File: config.mk
export PLATFORM = sky130hd
export DESIGN_NAME = seg_display_arbiter_flat
export DESIGN_NICKNAME = d
export VERILOG_FILES = /design/src/rtl/seg_display_arbiter_if.sv /design/src/rtl/seg_display_arbiter.sv /design/src/flat_wrapper.sv
export SDC_FILE = /design/constraint.sdc
export NUM_CORES = 1
export LEC_CHECK = 0
export ABC_CLOCK_PERIOD_IN_PS = 5300
export CORE_AREA = 3 3 80 82
export CTS_CLUSTER_SIZE = 28
export DETAILED_ROUTE_END_ITERATION = 12
export DIE_AREA = 0 0 83 85
export PLACE_DENSITY = 0.61
export SKIP_LAST_GASP = 1
export SLEW_MARGIN = 20
export SYNTH_ARGS = -nofsm -noshare
export SYNTH_HDL_FRONTEND = slang
export SYNTH_SLANG_ARGS = --single-unit
File: constraint.sdc
create_clock -name clk -period 5.3 [get_ports clk]
set_input_delay 0.53 -clock clk [delete_from_list [all_inputs] [get_ports clk]]
set_output_delay 0.53 -clock clk [all_outputs]
set_load 0.01 [all_outputs]
File: src/rtl/seg_display_arbiter_if.sv
// Handshake bundle between the digit requesters and the seven-segment arbiter.
// master = requester side (drives req/digit), slave = arbiter side (drives grant/display).
interface seg_display_arbiter_if #(
   parameter int NUM_REQ = 4,
   parameter int OWNER_W = $clog2(NUM_REQ)
);
   logic [NUM_REQ-1:0]   req;
   logic [3*NUM_REQ-1:0] digit;
   logic [NUM_REQ-1:0]   gnt;
   logic [OWNER_W-1:0]   owner;
   logic                 busy;
   logic [6:0]           seg;

   modport master (output req, digit, input gnt, owner, busy, seg);
   modport slave  (input req, digit, output gnt, owner, busy, seg);
endinterface

File: src/rtl/seg_display_arbiter.sv
// Round-robin owner of a single active-low 7-segment display; each owner holds it
// for up to HOLD_CYCLES cycles, with one blank cycle between different owners.
module seg_display_arbiter #(
   parameter int NUM_REQ     = 4,
   parameter int HOLD_CYCLES = 20000000,
   parameter int OWNER_W     = $clog2(NUM_REQ)
) (
   input  logic                   clk,
   input  logic                   rst,
   seg_display_arbiter_if.slave   bus
);
   localparam int                 CNT_W     = $clog2(HOLD_CYCLES + 1);
   localparam logic [CNT_W-1:0]   HOLD_LAST = CNT_W'(HOLD_CYCLES - 1);
   localparam logic [6:0]         SEG_BLANK = 7'b1111111;

   typedef enum logic [1:0] {
      IDLE = 2'b00,
      HOLD = 2'b01,
      GAP  = 2'b10
   } state_t;

   state_t               state_q, state_d;
   logic [NUM_REQ-1:0]   gnt_q, gnt_d;
   logic [OWNER_W-1:0]   owner_q, owner_d;
   logic                 busy_q, busy_d;
   logic [6:0]           seg_q, seg_d;
   logic [OWNER_W-1:0]   rr_ptr_q, rr_ptr_d;
   logic [CNT_W-1:0]     hold_cnt_q, hold_cnt_d;

   logic                 win_found_s;
   logic [OWNER_W-1:0]   win_idx_s;
   logic                 owner_req_s;
   logic                 others_pend_s;

   function automatic logic [6:0] encode(input logic [2:0] d);
      logic [6:0] s;
      case (d)
         3'd0:    s = 7'b0000001;
         3'd1:    s = 7'b1001111;
         3'd2:    s = 7'b0010010;
         3'd3:    s = 7'b0000110;
         3'd4:    s = 7'b1001100;
         3'd5:    s = 7'b0100100;
         3'd6:    s = 7'b0100000;
         3'd7:    s = 7'b0001111;
         default: s = 7'b1111111;
      endcase
      return s;
   endfunction

   function automatic logic [2:0] digit_of(input logic [3*NUM_REQ-1:0] dig,
                                           input logic [OWNER_W-1:0]   sel);
      logic [2:0] d;
      d = 3'b000;
      for (int i = 0; i < NUM_REQ; i++) begin
         if (sel == OWNER_W'(i)) begin
            d = dig[3*i +: 3];
         end else begin
            d = d;
         end
      end
      return d;
   endfunction

   function automatic logic [NUM_REQ-1:0] onehot(input logic [OWNER_W-1:0] sel);
      logic [NUM_REQ-1:0] oh;
      oh = '0;
      oh[sel] = 1'b1;
      return oh;
   endfunction

   function automatic logic [OWNER_W-1:0] next_ptr(input logic [OWNER_W-1:0] cur);
      logic [OWNER_W-1:0] n;
      if (cur == OWNER_W'(NUM_REQ - 1)) begin
         n = '0;
      end else begin
         n = cur + OWNER_W'(1);
      end
      return n;
   endfunction

   // Search order rr_ptr, rr_ptr+1, ... wrapping at NUM_REQ; returns {found, index}.
   function automatic logic [OWNER_W:0] pick(input logic [NUM_REQ-1:0] r,
                                             input logic [OWNER_W-1:0] ptr);
      logic               found;
      logic [OWNER_W-1:0] win;
      logic [OWNER_W-1:0] sel;
      int                 idx;
      found = 1'b0;
      win   = '0;
      for (int i = 0; i < NUM_REQ; i++) begin
         idx = int'(ptr) + i;
         if (idx >= NUM_REQ) begin
            idx = idx - NUM_REQ;
         end else begin
            idx = idx;
         end
         sel = idx[OWNER_W-1:0];
         if (!found && r[sel]) begin
            found = 1'b1;
            win   = sel;
         end else begin
            found = found;
         end
      end
      return {found, win};
   endfunction

   assign {win_found_s, win_idx_s} = pick(bus.req, rr_ptr_q);
   assign owner_req_s   = bus.req[owner_q];
   assign others_pend_s = |(bus.req & ~onehot(owner_q));

   // Next-state and registered-output computation.
   always_comb begin
      state_d    = state_q;
      gnt_d      = gnt_q;
      owner_d    = owner_q;
      busy_d     = busy_q;
      seg_d      = seg_q;
      rr_ptr_d   = rr_ptr_q;
      hold_cnt_d = hold_cnt_q;
      case (state_q)
         IDLE, GAP: begin
            if (win_found_s) begin
               state_d    = HOLD;
               gnt_d      = onehot(win_idx_s);
               owner_d    = win_idx_s;
               busy_d     = 1'b1;
               hold_cnt_d = '0;
               seg_d      = encode(digit_of(bus.digit, win_idx_s));
            end else begin
               state_d    = IDLE;
               gnt_d      = '0;
               busy_d     = 1'b0;
               hold_cnt_d = '0;
               seg_d      = SEG_BLANK;
            end
         end
         HOLD: begin
            // Release on drop, or on expiry when someone else is waiting.
            if (!owner_req_s || ((hold_cnt_q == HOLD_LAST) && others_pend_s)) begin
               state_d    = GAP;
               gnt_d      = '0;
               busy_d     = 1'b0;
               hold_cnt_d = '0;
               seg_d      = SEG_BLANK;
               rr_ptr_d   = next_ptr(owner_q);
            end else if (hold_cnt_q == HOLD_LAST) begin
               hold_cnt_d = '0;
               seg_d      = encode(digit_of(bus.digit, owner_q));
            end else begin
               hold_cnt_d = hold_cnt_q + CNT_W'(1);
               seg_d      = encode(digit_of(bus.digit, owner_q));
            end
         end
         default: begin
            state_d    = IDLE;
            gnt_d      = '0;
            busy_d     = 1'b0;
            hold_cnt_d = '0;
            seg_d      = SEG_BLANK;
         end
      endcase
   end

   // State and output registers with synchronous reset.
   always_ff @(posedge clk) begin
      if (rst) begin
         state_q    <= IDLE;
         gnt_q      <= '0;
         owner_q    <= '0;
         busy_q     <= 1'b0;
         seg_q      <= SEG_BLANK;
         rr_ptr_q   <= '0;
         hold_cnt_q <= '0;
      end else begin
         state_q    <= state_d;
         gnt_q      <= gnt_d;
         owner_q    <= owner_d;
         busy_q     <= busy_d;
         seg_q      <= seg_d;
         rr_ptr_q   <= rr_ptr_d;
         hold_cnt_q <= hold_cnt_d;
      end
   end

   assign bus.gnt   = gnt_q;
   assign bus.owner = owner_q;
   assign bus.busy  = busy_q;
   assign bus.seg   = seg_q;
endmodule

File: src/flat_wrapper.sv
// flat-port wrapper written by rule: the top's interface ports become plain ports
module seg_display_arbiter_flat 
#(
   parameter int NUM_REQ     = 4,
   parameter int HOLD_CYCLES = 20000000,
   parameter int OWNER_W     = $clog2(NUM_REQ)
)
  (clk, rst, bus_req, bus_digit, bus_gnt, bus_owner, bus_busy, bus_seg);
  seg_display_arbiter_if #(.NUM_REQ(NUM_REQ), .OWNER_W(OWNER_W)) bus_i ();
  input  logic clk;
  input  logic rst;
  input wire logic [$bits(bus_i.req)-1:0] bus_req;
  input wire logic [$bits(bus_i.digit)-1:0] bus_digit;
  output wire logic [$bits(bus_i.gnt)-1:0] bus_gnt;
  output wire logic [$bits(bus_i.owner)-1:0] bus_owner;
  output wire logic [$bits(bus_i.busy)-1:0] bus_busy;
  output wire logic [$bits(bus_i.seg)-1:0] bus_seg;
  assign bus_i.req = bus_req;
  assign bus_i.digit = bus_digit;
  assign bus_gnt = bus_i.gnt;
  assign bus_owner = bus_i.owner;
  assign bus_busy = bus_i.busy;
  assign bus_seg = bus_i.seg;
  seg_display_arbiter #(.NUM_REQ(NUM_REQ), .HOLD_CYCLES(HOLD_CYCLES), .OWNER_W(OWNER_W)) u_core (.clk(clk), .rst(rst), .bus(bus_i));
endmodule
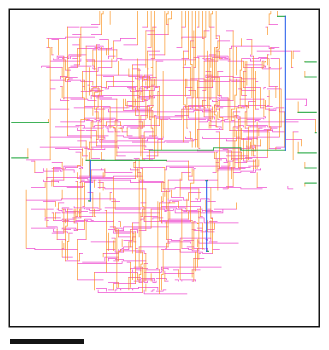
(images/wires.png)
The bar under the picture is 20 µm long.
metal 1 -> magenta  # wire length 2380 µm
metal 3 -> green  # wire length 98.4 µm
metal 4 -> blue  # wire length 66.0 µm
metal 2 -> orange  # wire length 2220 µm

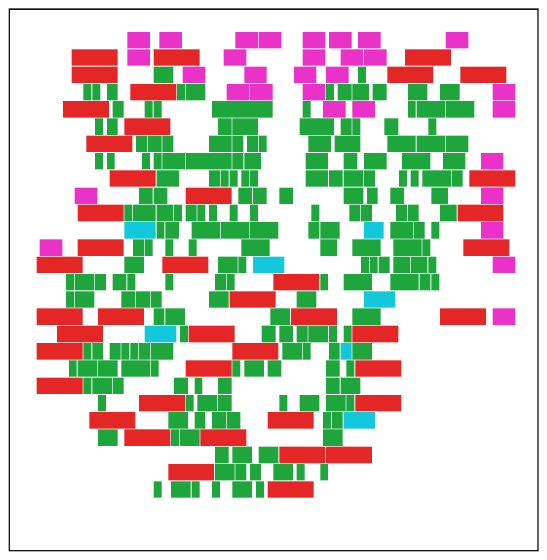
(images/placement_by_type.png)
clock drivers and dummy loads -> cyan  # cells 7, share of their area 3.1%
flops -> red  # cells 43, share of their area 32%
combinational and other logic -> green  # cells 214, share of their area 53%
other buffers and delay cells -> magenta  # cells 31, share of their area 12%
fraction of area in registers: 31.2%
total number of placement rows: 28

==> run notes <==
Summary of the current implementation state.

- The run finished with clean final reports.
- The flow reported a cell area power density of ~260 mW/mm².
- Counting flops with a built-in enable in the synthesized netlist gives 0.
- Per the OpenROAD floorplan log, the area of the die is 0.00706 mm².
- The number of antenna violations at the first check in global routing is 0, for reference.
- The slew at the pin closest to its max-slew limit is 0.756 ns, for reference.
- Measured along the y axis, the die boundary spans 85 µm.
- The post-route report lists met1 wire length as 2380 µm.
- The startpoint identified for the worst register-to-register timing path is u_core.bus.owner[0].
- The count of buffers added on input and output ports is 31.
- In this run the top signal layer used is met4.
- The flow measured a signed area growth from synthesis to layout of 20.0%.
- The post-detailed-placement half-perimeter wirelength is between 3000 and 4000 µm, for reference.
- The final number of max-transition violations is 0, for reference.
- The number of buffers added by the clock tree synthesis step is 5, for reference.
- Per the log, the first TritonRoute iteration ended with a DRC count of between 40 and 50.
- The report lists the number of cells resized after CTS as 0.
- The hold buffer count at cts is 0, for reference.
- The length of the first detailed-routing pass in iterations is 4, for reference.
- Pin placement for this block handled 32 I/O pins.
- The number of setup buffers added after CTS is 0, for reference.
- Setup repair after global routing left no endpoint under its margin.
- According to the floorplan report, the die width is 83 µm.
- The Yosys chip area is 0.00230 mm², for reference.
- After layout, the worst setup slack is 2.50 ns.
- The insertion delay of the later-clocked pin in the worst-skew pair is just under 0.3 ns, for reference.
- The critical path maximum fanout is 11.
- Per the finish-stage timing summary, setup violations number 0.
- Per the STA report, the cell with the highest stage delay on the worst path is sky130_fd_sc_hd__clkdlybuf4s50_1.
- The cell at the root of the clock tree is sky130_fd_sc_hd__clkbuf_8, for reference.
- In the routed layout, each cell is associated on average with a via count of 5.05.
- On met1, the global router reports a usage of between 10% and 20%.
- The initial core utilization is 39.5%, for reference.
- The synthesized design devotes to its leading area cell type 37.5% of total area.
- The count of instantiated cells in the yosys netlist is 262, for reference.
- Summed over all instances, the cell type with the most area after synthesis is sky130_fd_sc_hd__dfxtp_1.
- The timing report shows the most common cell along the critical path to be sky130_fd_sc_hd__o21ai_1.
- Per the detail_route report, DRC violations left total 0.
- At the worst endpoint, the arrival time is 2.94 ns.
- The buffer levels on the longest clock path is 2, for reference.
- The number of antenna diodes in the final layout is 0.
- For this sky-water flow run, the detailed-routed wirelength per cell is reported as ~13 µm.
- The smallest clock period supported by the final layout is computed as approximately 2.8 ns.
- The largest register by flop count is u_core.hold_cnt_q, for reference.
- The via count of the first global-routing pass came to 1797.
- The core outline area is 0.00582 mm², for reference.
- The mean cell area of the mapped netlist is 8.77 µm², for reference.
- The met3 demand-to-capacity share in global routing is 3.30%, for reference.
- The final timing report lists clock skew as 0.00419 ns.
- The main flop type after synthesis is sky130_fd_sc_hd__dfxtp_1, for reference.
- According to the timing report, the critical path is launched from bus_req[0].
- In the synthesized netlist, the number of instances is 262.
- The fill cell instance count of the final layout is 590, for reference.
- Synthesis produced a netlist with a net count of 295.
- In this run, distinct cell masters in the synthesized netlist total 43.
- The number of flip-flops under the largest register name is 25, for reference.
- The fraction of layout cells with a size suffix above 1 is slightly above 5%, for reference.
- STA classifies the critical path endpoint as a flop.
- In the global route stage, met2 resource usage came out at 23.1%.
- The kind of start point of the critical path is an input port, for reference.
- The maximum number of pins on one net before global-route repair is 24, for reference.
- The congestion estimate from routability-driven global placement came to 0.813.
- Across the run, the number of max-cap violations was 0.
- The total global routing overflow is 0, for reference.
- The clock sink count is 43, for reference.
- Measured against its own limit, the worst slew margin works out to 49.5%.
- The cell area after synthesis is 0.00230 mm², for reference.
- Looking at the clock tree report, the H-tree level count equals 2.
- The final timing summary puts the cycle share of the worst path at 52.8%.
- The TritonCTS clock tree is yes, for reference.
- In the final design database the tool counted 328 nets.
- The clock-pin slew on the worst setup and hold paths is 0.08 ns, for reference.
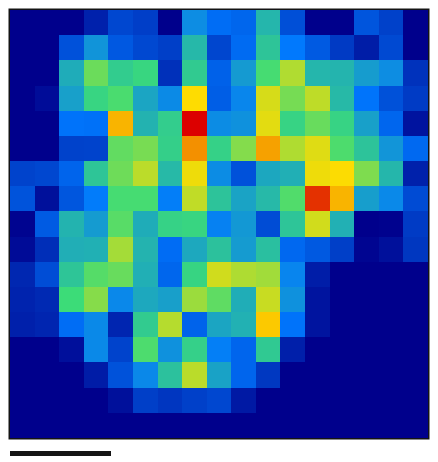
(images/metal_density.png)
The bar under the picture is 20 µm long. 17 x 17 tiles, from dark blue (low) to red (high), scaled to the fullest tile. Values are wire area over tile area, all layers added.
tiles over half the peak = 17%
densest ninth of the die = middle
emptiest ninth of the die = bottom right
aggregate routed wire length: 4770 µm
overall via count from detail_route: 1867
global router's overall resource usage: 14.0%

==> placed cells by master, fill, tap and decap left out, types with 7 or more instances in the layout <==
master,n
sky130_fd_sc_hd__mux2i_1,9
sky130_fd_sc_hd__nor2b_1,7
sky130_fd_sc_hd__ha_1,15
sky130_fd_sc_hd__inv_1,14
sky130_fd_sc_hd__a21oi_1,16
sky130_fd_sc_hd__clkdlybuf4s50_1,31
sky130_fd_sc_hd__nand3_1,13
sky130_fd_sc_hd__and3_1,8
sky130_fd_sc_hd__nor2_1,43
sky130_fd_sc_hd__dfxtp_1,43
sky130_fd_sc_hd__xor2_1,18
sky130_fd_sc_hd__nand2_1,15
==> cells in the mapped netlist, types with 3 or more instances <==
master,number
sky130_fd_sc_hd__nor2_1,43
sky130_fd_sc_hd__o22ai_1,3
sky130_fd_sc_hd__dfxtp_1,43
sky130_fd_sc_hd__and3_1,8
sky130_fd_sc_hd__ha_1,15
sky130_fd_sc_hd__nand2_1,15
sky130_fd_sc_hd__nor3_1,4
sky130_fd_sc_hd__and4_1,3
sky130_fd_sc_hd__nand3_1,13
sky130_fd_sc_hd__nor4_1,3
sky130_fd_sc_hd__inv_1,14
sky130_fd_sc_hd__nor2b_1,7
sky130_fd_sc_hd__a21oi_1,16
sky130_fd_sc_hd__nand4_1,4
sky130_fd_sc_hd__clkbuf_1,4
sky130_fd_sc_hd__mux2i_1,9
sky130_fd_sc_hd__xor2_1,18
sky130_fd_sc_hd__xnor2_1,5
==> worst max-delay path, delay by kind of cell <==
kind / cells / cell delay (ns)
AND-OR/OR-AND: 5 / 1.04
adder cells (fa/ha/maj): 1 / 0.21
buffers and inverters: 2 / 0.63
multiplexers: 2 / 0.53
==> area by class of cell <==
type,instances,area [µm²],share of cell area (%)
Tap cell,75,93.8,3.40
Clock inverter,2,13.8,0.499
Multi-Input combinational cell,200,1360,49.2
Timing Repair Buffer,31,310,11.3
Inverter,14,52.6,1.91
Clock buffer,5,68.8,2.50
Sequential cell,43,861,31.2
==> power by group <==
group          internal, mW  switching [mW]  total [mW]
clock                0.0902           0.112       0.202
combinational        0.0765          0.0836       0.160
sequential            0.338         0.00809       0.347
==> path summary, 6_finish.rpt <==
kind	to	slack (ns)	depth (start not counted)
min reg2reg	u_core.hold_cnt_q[0]	0.48	1
max	u_core.bus.seg[6]	2.50	10
max reg2reg	u_core.bus.seg[0]	2.79	11
min	u_core.hold_cnt_q[0]	0.48	1
==> stage by stage <==
step	total power, mW	util [%]	hold slack (ns)	cell area (µm²)	instances
final	0.709	47.4	0.476	2760	370
after global placement	0.514	46.0	0.448	2680	363
after global routing	0.754	47.4	0.494	2760	370
after detailed placement	0.514	46.0	0.456	2680	363
after CTS	0.717	47.4	0.476	2760	370
after floorplan	0.453	-	0.430	2300	262
==> logic make-up after synthesis <==
group | count (synthesis) | share of synthesized area (%)
DFF | 43 | 37.5
adders and majority gates | 15 | 8.17
muxes | 12 | 6.21
AOI/OAI and AO/OA | 43 | 12.9
buffers and inverters | 19 | 3.43
and+or+nand+nor | 107 | 23.1
xor gates and xnor gates | 23 | 8.77
Power and IR drop assume default switching activity.
